Sequential cells coloured by netlist name:
Bar = 20 microns. Other sequential cells in the stronger grey, the rest of the logic in the fainter grey.
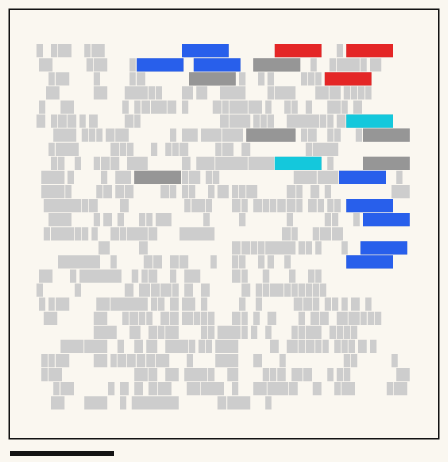
Power grid:
Bar = 20 microns. Pins as bars on the die edge. Tap cells in grey.
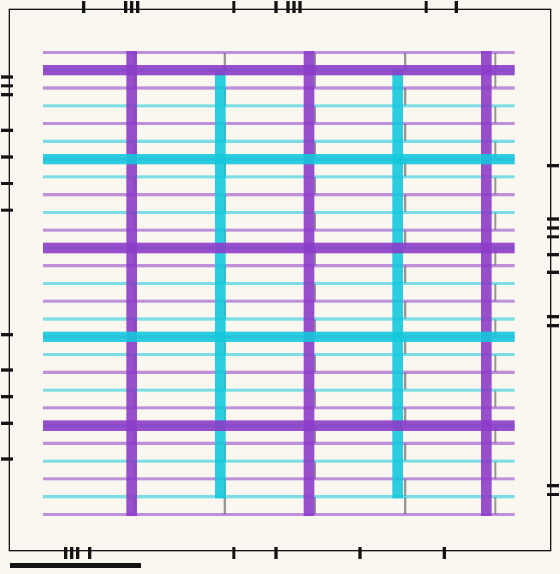
Placement view:
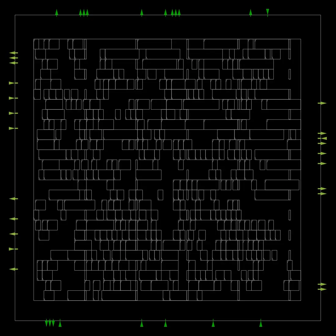
Wires at chosen ports, followed through buffers:
Bar = 20 microns.
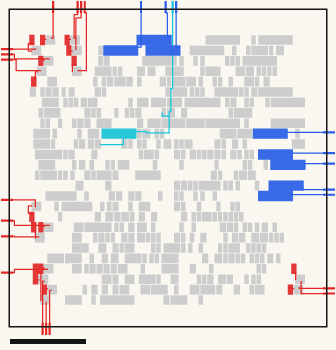
## src/rtl/decode_if.sv

```systemverilog
// decode_if: code-group in / decoded octet and status out for decode.
// master drives code_group_10b; slave (decode) drives the result fields.
interface decode_if;
   logic [9:0]  code_group_10b;
   logic [7:0]  code_group_8b;
   logic        is_k;
   logic        running_disparity;
   logic        code_error;
   logic        disparity_error;
   logic        sync_status;
   logic [15:0] err_count;

   modport master (
      output code_group_10b,
      input  code_group_8b, is_k, running_disparity,
      input  code_error, disparity_error, sync_status, err_count
   );

   modport slave (
      input  code_group_10b,
      output code_group_8b, is_k, running_disparity,
      output code_error, disparity_error, sync_status, err_count
   );
endinterface

```

## src/rtl/decode.sv

```systemverilog
// decode: registered 8b/10b decoder with RD tracking and comma sync FSM.
// Ports: clk, reset (async, active-high), bus (decode_if.slave):
//   code_group_10b {a..j} in; code_group_8b, is_k, running_disparity,
//   code_error, disparity_error, sync_status, err_count out (1 clk latency).
// Option: DECODE_ERR_CNT_EN enables the saturating err_count, else 0.
module decode (
   input  logic     clk,
   input  logic     reset,
   decode_if.slave  bus
);

   typedef enum logic [1:0] {
      LOSS_OF_SYNC,
      COMMA_1,
      COMMA_2,
      SYNC_OK
   } state_t;

   // 6b lookup: {valid RD-, valid RD+, K28, x[4:0]}
   function automatic logic [7:0] f6(input logic [5:0] c);
      logic [7:0] r;
      r = 8'h00;
      case (c)
         6'b100111: r = {3'b100, 5'd0};
         6'b011000: r = {3'b010, 5'd0};
         6'b011101: r = {3'b100, 5'd1};
         6'b100010: r = {3'b010, 5'd1};
         6'b101101: r = {3'b100, 5'd2};
         6'b010010: r = {3'b010, 5'd2};
         6'b110001: r = {3'b110, 5'd3};
         6'b110101: r = {3'b100, 5'd4};
         6'b001010: r = {3'b010, 5'd4};
         6'b101001: r = {3'b110, 5'd5};
         6'b011001: r = {3'b110, 5'd6};
         6'b111000: r = {3'b100, 5'd7};
         6'b000111: r = {3'b010, 5'd7};
         6'b111001: r = {3'b100, 5'd8};
         6'b000110: r = {3'b010, 5'd8};
         6'b100101: r = {3'b110, 5'd9};
         6'b010101: r = {3'b110, 5'd10};
         6'b110100: r = {3'b110, 5'd11};
         6'b001101: r = {3'b110, 5'd12};
         6'b101100: r = {3'b110, 5'd13};
         6'b011100: r = {3'b110, 5'd14};
         6'b010111: r = {3'b100, 5'd15};
         6'b101000: r = {3'b010, 5'd15};
         6'b011011: r = {3'b100, 5'd16};
         6'b100100: r = {3'b010, 5'd16};
         6'b100011: r = {3'b110, 5'd17};
         6'b010011: r = {3'b110, 5'd18};
         6'b110010: r = {3'b110, 5'd19};
         6'b001011: r = {3'b110, 5'd20};
         6'b101010: r = {3'b110, 5'd21};
         6'b011010: r = {3'b110, 5'd22};
         6'b111010: r = {3'b100, 5'd23};
         6'b000101: r = {3'b010, 5'd23};
         6'b110011: r = {3'b100, 5'd24};
         6'b001100: r = {3'b010, 5'd24};
         6'b100110: r = {3'b110, 5'd25};
         6'b010110: r = {3'b110, 5'd26};
         6'b110110: r = {3'b100, 5'd27};
         6'b001001: r = {3'b010, 5'd27};
         6'b001110: r = {3'b110, 5'd28};
         6'b101110: r = {3'b100, 5'd29};
         6'b010001: r = {3'b010, 5'd29};
         6'b011110: r = {3'b100, 5'd30};
         6'b100001: r = {3'b010, 5'd30};
         6'b101011: r = {3'b100, 5'd31};
         6'b010100: r = {3'b010, 5'd31};
         6'b001111: r = {3'b101, 5'd28};
         6'b110000: r = {3'b011, 5'd28};
         default:   r = 8'h00;
      endcase
      return r;
   endfunction

   // 4b lookup: {valid RD-, valid RD+, P7, A7, y[2:0]}
   function automatic logic [6:0] f4(input logic [3:0] c);
      logic [6:0] r;
      r = 7'h00;
      case (c)
         4'b1011: r = {4'b1000, 3'd0};
         4'b0100: r = {4'b0100, 3'd0};
         4'b1001: r = {4'b1100, 3'd1};
         4'b0101: r = {4'b1100, 3'd2};
         4'b1100: r = {4'b1000, 3'd3};
         4'b0011: r = {4'b0100, 3'd3};
         4'b1101: r = {4'b1000, 3'd4};
         4'b0010: r = {4'b0100, 3'd4};
         4'b1010: r = {4'b1100, 3'd5};
         4'b0110: r = {4'b1100, 3'd6};
         4'b1110: r = {4'b1010, 3'd7};
         4'b0001: r = {4'b0110, 3'd7};
         4'b0111: r = {4'b1001, 3'd7};
         4'b1000: r = {4'b0101, 3'd7};
         default: r = 7'h00;
      endcase
      return r;
   endfunction

   // Is the group a legal table entry when received with start RD = col?
   // The 4b half is checked in the column left behind by the 6b half.
   function automatic logic col_ok(
      input logic       col,
      input logic [7:0] s6,
      input logic [6:0] s4,
      input logic       bal6,
      input logic       pos6,
      input logic       kalt
   );
      logic       mid, v6, v4, a7d;
      logic [4:0] x;
      x   = s6[4:0];
      mid = bal6 ? col : pos6;
      v6  = col ? s6[6] : s6[7];
      v4  = mid ? s4[5] : s4[6];
      // A7 replaces P7 for data where P7 would give a run of five
      a7d = mid ? (x == 5'd11 || x == 5'd13 || x == 5'd14)
                : (x == 5'd17 || x == 5'd18 || x == 5'd20);
      if (s6[5])
         return v6 && v4 && !s4[4];
      else if (s4[4])
         return v6 && v4 && !a7d;
      else if (s4[3])
         return v6 && v4 && (a7d || kalt);
      else
         return v6 && v4;
   endfunction

   logic [7:0]  w_s6;
   logic [6:0]  w_s4;
   logic [2:0]  w_n6, w_n4;
   logic        w_bal6, w_pos6, w_bal4, w_pos4;
   logic        w_k28, w_kalt, w_isk;
   logic [4:0]  w_x;
   logic [2:0]  w_yraw, w_y;
   logic        w_ok_n, w_ok_p;
   logic        w_cerr, w_derr, w_err, w_comma;
   logic        w_mid, w_rd_nxt;
   logic [7:0]  w_data;

   logic [7:0]  r_data;
   logic        r_k, r_rd, r_cerr, r_derr;
   state_t      r_state, w_state_nxt;
   logic [2:0]  r_bad, w_bad_nxt;
   logic [1:0]  r_good, w_good_nxt;

   always_comb begin
      w_n6 = 3'd0;
      w_n4 = 3'd0;
      for (int i = 4; i < 10; i++)
         w_n6 = w_n6 + {2'b00, bus.code_group_10b[i]};
      for (int i = 0; i < 4; i++)
         w_n4 = w_n4 + {2'b00, bus.code_group_10b[i]};
   end

   assign w_s6   = f6(bus.code_group_10b[9:4]);
   assign w_s4   = f4(bus.code_group_10b[3:0]);
   assign w_bal6 = (w_n6 == 3'd3);
   assign w_pos6 = (w_n6 > 3'd3);
   assign w_bal4 = (w_n4 == 3'd2);
   assign w_pos4 = (w_n4 > 3'd2);
   assign w_k28  = w_s6[5];
   assign w_x    = w_s6[4:0];
   assign w_yraw = w_s4[2:0];

   assign w_kalt = !w_k28 && (w_x == 5'd23 || w_x == 5'd27 ||
                              w_x == 5'd29 || w_x == 5'd30);
   assign w_isk  = w_k28 || (w_s4[3] && w_kalt);

   // K28 from RD+ is the full complement of the RD- form, so its
   // neutral 4b codes read as y and 7-y swapped against the D table.
   assign w_y = (w_k28 && !w_pos6 &&
                 (w_yraw == 3'd1 || w_yraw == 3'd2 ||
                  w_yraw == 3'd5 || w_yraw == 3'd6)) ? ~w_yraw : w_yraw;

   assign w_ok_n = col_ok(1'b0, w_s6, w_s4, w_bal6, w_pos6, w_kalt);
   assign w_ok_p = col_ok(1'b1, w_s6, w_s4, w_bal6, w_pos6, w_kalt);

   assign w_cerr  = !(w_ok_n || w_ok_p);
   assign w_derr  = !w_cerr && !(r_rd ? w_ok_p : w_ok_n);
   assign w_err   = w_cerr || w_derr;
   assign w_comma = !w_err && w_k28 && (w_y == 3'd5);

   assign w_mid    = w_bal6 ? r_rd : w_pos6;
   assign w_rd_nxt = w_cerr ? r_rd : (w_bal4 ? w_mid : w_pos4);
   assign w_data   = w_cerr ? 8'h00 : {w_y, w_x};

   always_comb begin
      w_state_nxt = r_state;
      w_bad_nxt   = r_bad;
      w_good_nxt  = r_good;
      unique case (r_state)
         LOSS_OF_SYNC: begin
            if (w_comma) w_state_nxt = COMMA_1;
         end
         COMMA_1: begin
            if (w_err)        w_state_nxt = LOSS_OF_SYNC;
            else if (w_comma) w_state_nxt = COMMA_2;
         end
         COMMA_2: begin
            if (w_err) begin
               w_state_nxt = LOSS_OF_SYNC;
            end else if (w_comma) begin
               w_state_nxt = SYNC_OK;
               w_bad_nxt   = 3'd0;
               w_good_nxt  = 2'd0;
            end
         end
         SYNC_OK: begin
            // error is tested first so it wins over a 4th good group
            if (w_err) begin
               w_good_nxt = 2'd0;
               if (r_bad == 3'd3) begin
                  w_state_nxt = LOSS_OF_SYNC;
                  w_bad_nxt   = 3'd0;
               end else begin
                  w_bad_nxt = r_bad + 3'd1;
               end
            end else if (r_good == 2'd3) begin
               w_good_nxt = 2'd0;
               w_bad_nxt  = 3'd0;
            end else begin
               w_good_nxt = r_good + 2'd1;
            end
         end
         default: w_state_nxt = LOSS_OF_SYNC;
      endcase
   end

   always_ff @(posedge clk or posedge reset) begin
      if (reset) begin
         r_data  <= 8'h00;
         r_k     <= 1'b0;
         r_rd    <= 1'b0;
         r_cerr  <= 1'b0;
         r_derr  <= 1'b0;
         r_state <= LOSS_OF_SYNC;
         r_bad   <= 3'd0;
         r_good  <= 2'd0;
      end else begin
         r_data  <= w_data;
         r_k     <= !w_cerr && w_isk;
         r_rd    <= w_rd_nxt;
         r_cerr  <= w_cerr;
         r_derr  <= w_derr;
         r_state <= w_state_nxt;
         r_bad   <= w_bad_nxt;
         r_good  <= w_good_nxt;
      end
   end

`ifdef DECODE_ERR_CNT_EN
   logic [15:0] r_cnt;

   always_ff @(posedge clk or posedge reset) begin
      if (reset)
         r_cnt <= 16'h0000;
      else if (w_err && r_cnt != 16'hFFFF)
         r_cnt <= r_cnt + 16'h0001;
   end

   assign bus.err_count = r_cnt;
`else
   assign bus.err_count = 16'h0000;
`endif

   assign bus.code_group_8b     = r_data;
   assign bus.is_k              = r_k;
   assign bus.running_disparity = r_rd;
   assign bus.code_error        = r_cerr;
   assign bus.disparity_error   = r_derr;
   assign bus.sync_status       = (r_state == SYNC_OK);

endmodule

```

## src/flat_wrapper.sv

```systemverilog
// flat-port wrapper written by rule: the top's interface ports become plain ports
module decode_flat 
  (clk, reset, bus_code_group_10b, bus_code_group_8b, bus_is_k, bus_running_disparity, bus_code_error, bus_disparity_error, bus_sync_status, bus_err_count);
  decode_if bus_i ();
  input  logic clk;
  input  logic reset;
  input wire logic [$bits(bus_i.code_group_10b)-1:0] bus_code_group_10b;
  output wire logic [$bits(bus_i.code_group_8b)-1:0] bus_code_group_8b;
  output wire logic [$bits(bus_i.is_k)-1:0] bus_is_k;
  output wire logic [$bits(bus_i.running_disparity)-1:0] bus_running_disparity;
  output wire logic [$bits(bus_i.code_error)-1:0] bus_code_error;
  output wire logic [$bits(bus_i.disparity_error)-1:0] bus_disparity_error;
  output wire logic [$bits(bus_i.sync_status)-1:0] bus_sync_status;
  output wire logic [$bits(bus_i.err_count)-1:0] bus_err_count;
  assign bus_i.code_group_10b = bus_code_group_10b;
  assign bus_code_group_8b = bus_i.code_group_8b;
  assign bus_is_k = bus_i.is_k;
  assign bus_running_disparity = bus_i.running_disparity;
  assign bus_code_error = bus_i.code_error;
  assign bus_disparity_error = bus_i.disparity_error;
  assign bus_sync_status = bus_i.sync_status;
  assign bus_err_count = bus_i.err_count;
  decode u_core (.clk(clk), .reset(reset), .bus(bus_i));
endmodule
```

## config.mk

```make
export PLATFORM = sky130hd
export DESIGN_NAME = decode_flat
export DESIGN_NICKNAME = d
export VERILOG_FILES = /design/src/rtl/decode_if.sv /design/src/rtl/decode.sv /design/src/flat_wrapper.sv
export SDC_FILE = /design/constraint.sdc
export NUM_CORES = 1
export LEC_CHECK = 0
export ABC_AREA = 1
export CAP_MARGIN = 20
export CORE_MARGIN = 5
export CORE_UTILIZATION = 45
export DETAILED_ROUTE_END_ITERATION = 8
export DONT_BUFFER_PORTS = 1
export GPL_TIMING_DRIVEN = 0
export HOLD_SLACK_MARGIN = 0.05
export PLACE_DENSITY = 0.56
export SYNTH_ARGS = -nofsm -noshare
export SYNTH_HDL_FRONTEND = slang
export SYNTH_SLANG_ARGS = --single-unit
```

## constraint.sdc

```tcl
create_clock -name clk -period 1.7 [get_ports clk]
set_clock_uncertainty 0.2 [all_clocks]
set_input_delay 0.425 -clock clk [delete_from_list [all_inputs] [get_ports clk]]
set_output_delay 0.425 -clock clk [all_outputs]
set_load 0.01 [all_outputs]
```

==> impl_metrics.xml <==
<?xml version="1.0" encoding="UTF-8"?>
<metrics>
  <group name="run_status">
    <metric name="run_status" unit="">finished with violations</metric>
    <metric name="failed_checks" unit="">negative setup slack</metric>
  </group>
  <group name="cts">
    <metric name="cts_inserted_buffers" unit="">3</metric>
    <metric name="cts.htree.levels" unit="">1</metric>
    <metric name="cts-root-buf" unit="">sky130_fd_sc_hd__clkbuf_8</metric>
  </group>
  <group name="worst_setup_path">
    <metric name="slowest_cell_on_the_critical_path" unit="">sky130_fd_sc_hd__fa_1</metric>
    <metric name="critPathKind" unit="">input port to flip-flop</metric>
    <metric name="critical_path.max_stage_delay" unit="ps">460</metric>
    <metric name="critical_path.reg2reg.startpoint" unit="">u_core.bus.running_disparity$_DFFE_PP0P_</metric>
    <metric name="reg2reg_to" unit="">u_core.r_bad[2]$_DFFE_PP0P_</metric>
    <metric name="crit_end_element" unit="">flip-flop</metric>
    <metric name="cp_common_cell" unit="">sky130_fd_sc_hd__nand2_1</metric>
  </group>
  <group name="synth">
    <metric name="synth-area-yosys" unit="sq um">2380</metric>
    <metric name="ys_seq_share" unit="">0.200</metric>
    <metric name="enable_flop_cells" unit="">0</metric>
    <metric name="netlist-cell-type-count" unit="">32</metric>
    <metric name="synth_largest_type_area_fraction" unit="">0.200</metric>
  </group>
  <group name="job">
    <metric name="tool_warnings" unit="">45</metric>
    <metric name="max_cap_viol_count" unit="">0</metric>
  </group>
  <group name="routing">
    <metric name="drtAntennaViolNets" unit="">0</metric>
    <metric name="drt_pre_antenna_iters" unit="">5</metric>
    <metric name="drtIter0Drc" unit="">149</metric>
    <metric name="postRouteWirelength" unit="mm">5.75</metric>
  </group>
  <group name="sta">
    <metric name="finalHoldWorstSlack" unit="ps">275</metric>
    <metric name="post-route-min-period" unit="ps">3370</metric>
    <metric name="max_slew.worst_pin.slew" unit="ps">712</metric>
    <metric name="setup_viol_count_final" unit="">19</metric>
    <metric name="grt_setup_unrepaired" unit="">yes</metric>
    <metric name="timing_hold_violations_final" unit="">0</metric>
    <metric name="max_slew_violations" unit="">0</metric>
    <metric name="final.setup.worst_slack" unit="ps">-1670</metric>
  </group>
  <group name="pwr">
    <metric name="cell_internal_pwr" unit="mW">1.04</metric>
    <metric name="power.sequential.fraction" unit="">0.335</metric>
    <metric name="pwr_density_cell" unit="nW/um^2">644</metric>
    <metric name="p_sw" unit="uW">761</metric>
  </group>
  <group name="grt">
    <metric name="grt_max_degree" unit="">20</metric>
    <metric name="grt_first_pass_wirelength" unit="mm">9.73</metric>
    <metric name="grt_pass1_vias" unit="">2198</metric>
    <metric name="antenna_found_initial" unit="">0</metric>
  </group>
  <group name="placement">
    <metric name="dp.final_hpwl" unit="mm">4.47</metric>
  </group>
  <group name="finish">
    <metric name="layout-drive-gt1-share" unit="">0.210</metric>
    <metric name="final_nets" unit="">451</metric>
    <metric name="insertedDiodeCount" unit="">0</metric>
  </group>
  <group name="min_path">
    <metric name="hold_path_class" unit="">flip-flop to flip-flop</metric>
    <metric name="hold_path.startpoint" unit="">u_core.r_bad[2]$_DFFE_PP0P_</metric>
  </group>
  <group name="floorplan">
    <metric name="die_ar" unit="sq um">6830</metric>
    <metric name="fp_density" unit="">0.465</metric>
  </group>
</metrics>
Back to the opening pictures, 'sequential cells coloured by netlist name':
signal	colour	sequential cells
u_core.r_bad	red	3
u_core.bus.code_group_8b	blue	8
u_core.r_good	cyan	2
not coloured	6
power in sequential cells: 602 uW
Layout Utilization: 0.547
sequential cell area: 477 sq um
flip-flop and latch share of the layout cell area: 0.171

Back to the opening pictures, 'power grid':
net	colour
VDD	cyan
VSS	purple
signal pins	41
met4 straps	5
rows	26
horizontal die dimension: 82.7 microns
floorplan die height: 82.7 microns
Floorplan Core Area: 5110 sq um

Back to the opening pictures, 'placement view':
count of inserted tapcells: 70
number of filler cells placed in the layout: 534
registers: 19
std cell rows: 26

Back to the opening pictures, 'wires at chosen ports, followed through buffers':
port	colour	direction	edge	end cells	buffers	wire
bus_err_count	red	output	7 left, 4 top, 3 bottom, 2 right	16	16	185 microns
bus_running_disparity	cyan	output	top	1	0	55.9 microns
bus_code_group_8b	blue	output	5 right, 3 top	8	0	68.8 microns
IO buf count: 0
number of primary I/O pins: 41

-- logic make-up after synthesis --
logic type / after synthesis / synth area share
DFF: 19 / 0.200
AOI/OAI and AO/OA: 52 / 0.117
adders and majority gates: 24 / 0.139
xor gates and xnor gates: 1 / 0.00369
buffers and inverters: 77 / 0.160
other: 1 / 0.00158
and+or+nand+nor: 210 / 0.378
-- metal layers --
metal | vias to the layer above | GRT usage | wire, microns
met3 | 4 | 0.0249 | 268
met2 | 52 | 0.288 | 2610
met1 | 1071 | 0.259 | 2850
li1 | 1246 | - | -
met5 | - | 0 | 0
met4 | 0 | 0.0278 | 16
-- final cells by class --
class / instances / area [sq um] / area share
Timing Repair Buffer: 11 / 92.6 / 0.0332
Clock buffer: 3 / 41.3 / 0.0148
Tap cell: 70 / 87.6 / 0.0314
Clock inverter: 1 / 5.00 / 0.00179
Multi-Input combinational cell: 303 / 1690 / 0.605
Inverter: 51 / 206 / 0.0739
Buffer: 26 / 193 / 0.0690
Sequential cell: 19 / 477 / 0.171
-- power groups by stage --
stage               combinational (mW)  clock, mW  sequential (mW)
finish                           0.884      0.312            0.602
global route                      1.00      0.334            0.615
CTS                              0.822      0.321            0.601
detailed placement               0.716          0            0.610
global placement                 0.716          0            0.610
floorplan                        0.590          0            0.594
-- worst max path at each step --
stage	start	end	slack, ps	cells after the start
after floorplan	bus_code_group_10b[4]	u_core.r_bad[0]$_DFFE_PP0P_	-1840	23
after global placement	bus_code_group_10b[4]	u_core.r_bad[0]$_DFFE_PP0P_	-2130	19
after detailed placement	bus_code_group_10b[4]	u_core.r_bad[0]$_DFFE_PP0P_	-2140	23
after CTS	bus_code_group_10b[4]	u_core.r_bad[2]$_DFFE_PP0P_	-1660	23
after global routing	bus_code_group_10b[4]	u_core.r_bad[0]$_DFFE_PP0P_	-1860	23
final	bus_code_group_10b[4]	u_core.r_good[0]$_DFFE_PP0P_	-1670	23
-- per-stage QoR --
stage / std cells / cell area, sq um / utilization
3_5_place_dp: 469 / 2560 / 0.501
5_1_grt: 484 / 2790 / 0.547
6_report: 484 / 2790 / 0.547
2_1_floorplan: 399 / 2470 / -
4_1_cts: 482 / 2710 / 0.531
3_3_place_gp: 469 / 2560 / 0.501
-- worst register-to-register path, stage by stage (launching register included) --
cell and delay, ps:
sky130_fd_sc_hd__dfrtp_1 500, sky130_fd_sc_hd__inv_1 90, sky130_fd_sc_hd__nand2_2 100, sky130_fd_sc_hd__nand2_4 80, sky130_fd_sc_hd__buf_4 140, sky130_fd_sc_hd__nor3_1 120, sky130_fd_sc_hd__nand2_1 60, sky130_fd_sc_hd__nand2_1 60
-- registers in the layout, summed over array words and instances, names as in the netlist --
register                      count
u_core.r_state                    2
u_core.bus.code_error             1
u_core.bus.disparity_error        1
u_core.r_good                     2
u_core.bus.code_group_8b          8
u_core.bus.running_disparity      1
u_core.bus.is_k                   1
u_core.r_bad                      3
-- what timing repair did --
| item | in CTS | in global routing |
|---|---|---|
| hold buffers | 1 | 0 |
| buffers inserted | 7 | 2 |
| setup endpoints to repair | 19 | 20 |
| cloned | 1 | 0 |
| resized | 13 | 16 |
| pin swaps | 6 | 3 |
| hold endpoints to repair | 19 | 0 |
No activity file was given, so power comes from the tool's default toggle rates.
